===== src/rtl/mult_seq_ctrl.sv =====
// mult_seq_ctrl: sequential shift-and-add multiplier controller.
// Multiplies two unsigned W-bit operands into a 2W-bit product by driving one
// 2W-bit adder iteratively, one partial product per clock.
//
// Optional feature macro: EARLY_EXIT_EN
//   defined   -> the ADD phase also ends as soon as the remaining multiplier
//                bits are all zero (latency depends on b, result identical).
//   undefined -> always exactly W iterations (constant latency).
//
// Handshake: start is sampled only while busy=0 (state IDLE or DONE); an
// accepted start captures a/b on that edge. busy=1 for every ADD cycle, done
// is a one-cycle pulse in the DONE state, and product updates only on the
// ADD->DONE edge and holds until the next completion.

module mult_seq_ctrl #(
   parameter int W = 8
) (
   input  logic           clk,
   input  logic           rst_n,
   input  logic           start,
   input  logic [W-1:0]   a,
   input  logic [W-1:0]   b,
   output logic           busy,
   output logic           done,
   output logic [2*W-1:0] product
);

   localparam int CW = (W > 1) ? $clog2(W) : 1;

   typedef enum logic [1:0] {
      S_IDLE = 2'd0,
      S_ADD  = 2'd1,
      S_DONE = 2'd2
   } state_t;

   state_t         state;
   state_t         state_nxt;
   logic           busy_nxt;
   logic           done_nxt;

   logic [2*W-1:0] mcand;
   logic [2*W-1:0] acc;
   logic [2*W-1:0] addend;
   logic [2*W-1:0] sum;
   logic [W-1:0]   mplier;
   logic [CW-1:0]  cnt;
   logic           accept;
   logic           last_iter;

   // start is only honoured when no operation is in flight
   assign accept = (state != S_ADD) && start;

   // Partial-product select feeding the shared adder (carry-in 0, carry-out dropped)
   always_comb begin
      addend = mplier[0] ? mcand : '0;
   end

   assign sum = acc + addend;

`ifdef EARLY_EXIT_EN
   // Stop after the last set multiplier bit, or after W iterations at most
   assign last_iter = (cnt == CW'(W - 1)) || ((mplier >> 1) == '0);
`else
   // Constant latency: always W iterations
   assign last_iter = (cnt == CW'(W - 1));
`endif

   // State register plus registered handshake outputs
   always_ff @(posedge clk or negedge rst_n) begin
      if (!rst_n) begin
         state <= S_IDLE;
         busy  <= 1'b0;
         done  <= 1'b0;
      end else begin
         state <= state_nxt;
         busy  <= busy_nxt;
         done  <= done_nxt;
      end
   end

   // Next-state logic
   always_comb begin
      state_nxt = state;
      case (state)
         S_IDLE:  if (start) state_nxt = S_ADD;
         S_ADD:   if (last_iter) state_nxt = S_DONE;
         S_DONE:  state_nxt = start ? S_ADD : S_IDLE;
         default: state_nxt = S_IDLE;
      endcase
   end

   // Output decode from the next state so busy/done come straight from flops
   always_comb begin
      busy_nxt = (state_nxt == S_ADD);
      done_nxt = (state_nxt == S_DONE);
   end

   // Datapath: operand capture, shift-and-add iteration, result latch
   always_ff @(posedge clk or negedge rst_n) begin
      if (!rst_n) begin
         mcand   <= '0;
         mplier  <= '0;
         acc     <= '0;
         cnt     <= '0;
         product <= '0;
      end else if (accept) begin
         mcand  <= {{W{1'b0}}, a};
         mplier <= b;
         acc    <= '0;
         cnt    <= '0;
      end else if (state == S_ADD) begin
         acc    <= sum;
         mcand  <= mcand << 1;
         mplier <= mplier >> 1;
         cnt    <= cnt + CW'(1);
         if (last_iter) product <= sum;
      end
   end

endmodule


===== config.mk =====
export PLATFORM = sky130hd
export DESIGN_NAME = mult_seq_ctrl
export DESIGN_NICKNAME = d
export VERILOG_FILES = /design/src/rtl/mult_seq_ctrl.sv
export SDC_FILE = /design/constraint.sdc
export NUM_CORES = 1
export LEC_CHECK = 0
export ABC_AREA = 1
export ABC_CLOCK_PERIOD_IN_PS = 3020
export CAP_MARGIN = 20
export CORE_MARGIN = 3
export CORE_UTILIZATION = 57
export DETAILED_ROUTE_END_ITERATION = 8
export HOLD_SLACK_MARGIN = 0.05
export PLACE_DENSITY = 0.8
export SYNTH_ARGS = -nofsm -noshare
export SYNTH_HDL_FRONTEND = slang
export SYNTH_SLANG_ARGS = --single-unit

===== constraint.sdc =====
create_clock -name clk -period 3.02 [get_ports clk]
set_input_delay 0.604 -clock clk [delete_from_list [all_inputs] [get_ports clk]]
set_output_delay 0.604 -clock clk [all_outputs]
set_load 0.02 [all_outputs]

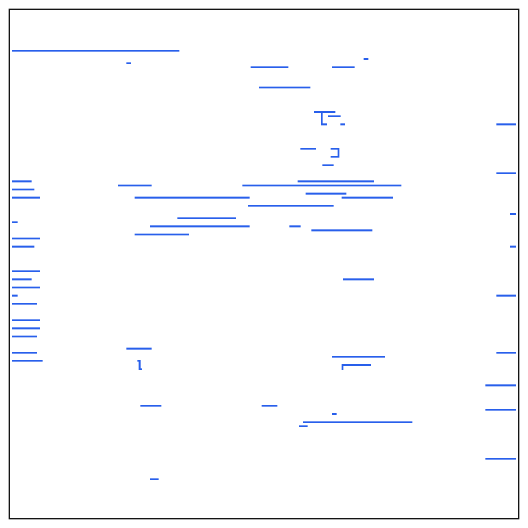
*Met3 routing*
Scale: 6 px per um.
- wire length on this layer: 334 um
- main direction: horizontal

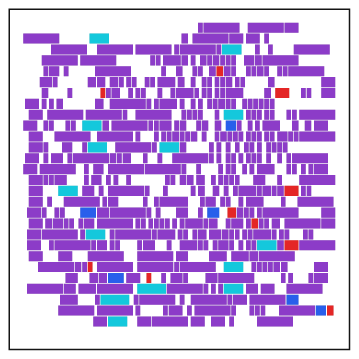
*Cells by drive strength*
Scale: 4 px per um.
- red: _2 cells (cells 10; share 2.0%)
- cyan: _6 and larger (cells 14; share 2.8%)
- blue: _3 and _4 cells (cells 6; share 1.2%)
- purple: _0 and _1 cells (cells 462; share 94%)
Final Cell Area: 4090 um2
buffers outside the clock class: 37
Area Growth Syn to Fin: 15.9%
Final WS setup: 857 ps

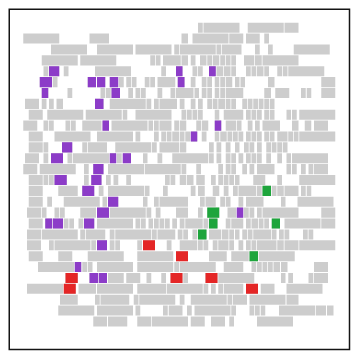
*Gate-type map*
Scale: 4 px per um.
- green: AND and OR gates (cells 6)
- red: AND-OR and OR-AND gates (cells 7)
- purple: inverting AOI/OAI gates (cells 32)
most used logic cell in the final layout: nand2_1
Comb/total area: 38.9%

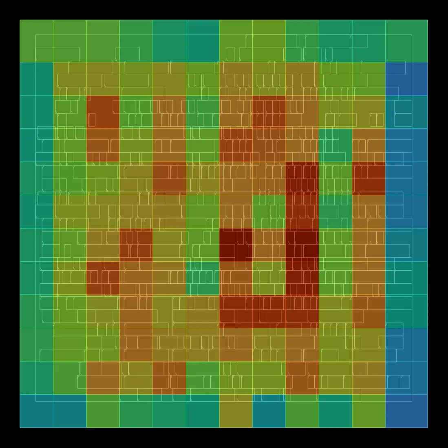
*Routing congestion map*
global routing's busiest layer: met2
global-route track usage on met3: 3.73%
routing usage on met2: 35.8%
post-layout util: 68.7%
Wirelength per Cell: 12.6 um

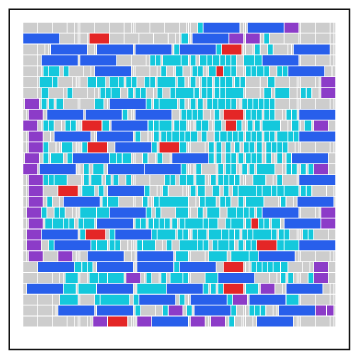
*Cells coloured by class*
Scale: 4 px per um. Fill, decap, tap and diode cells in grey.
- cyan: combinational and other logic (cells 377; share of their area 47%)
- red: clock drivers and dummy loads (cells 15; share of their area 4.6%)
- purple: other buffers and delay cells (cells 37; share of their area 9.1%)
- blue: flops (cells 63; share of their area 39%)

==> results.ini <==
[final_layout]
antenna_cells=0
seq_cell_count=63
seqCellArea_um2=1580
largestClassByArea=logic gates
top_regs=acc: 16 flops, mcand: 16 flops, product: 16 flops

[grt]
grt_pass1_vias=2841
antenna_found_initial=0

[run_status]
status=complete, no violations

[sta]
setup_viol=0
holdWs_ps=410

[drt]
vias=2915
met3_length_um=334
wl_met1_um=3300
first_pass_iters=5

[die]
io_pins=37
dieHeight_um=84.7
die_w_um=84.7

[critical_path]
startpoint=mplier[0]
reg2reg_slack_ps=860
crit_end=acc[6]
worstRegToRegCells=11

[yosys]
top_logic_kind=simple AND/OR/NAND/NOR gates
synth_warnings=0
syn_avg_cell_area_um2=7.80
yosys-stat-cells=452

[power_and_ir_drop]
clkPwrFrac_pct=18.4
power.density_nw_per_um2=902
sequentialPower_mw=1.41

[clock_network]
clockBufferDepth=2
tritoncts=yes

[placed_design]
gp_congestion=0.964

[flow_run]
drv_cap=0

Yosys cell counts, drive strengths merged:
cell | instances | area share, %
xnor2 | 1 | 0.25
o221ai | 5 | 1.2
nand4 | 1 | 0.18
o211ai | 8 | 1.7
xor2 | 4 | 0.99
buf | 11 | 2.1
fa | 1 | 0.57
or2 | 5 | 0.89
ha | 17 | 6.0
nand3 | 28 | 4.4
nand2 | 186 | 20
nor2 | 13 | 2.5
a22o | 7 | 1.7
nand3b | 4 | 0.85
nor3 | 3 | 0.43
inv | 73 | 7.8
o21ai | 5 | 0.71
o22ai | 8 | 1.4
a21oi | 6 | 0.85
clkinv | 1 | 0.25
clkbuf | 1 | 0.11
and2 | 1 | 0.25
dfrtp | 63 | 45
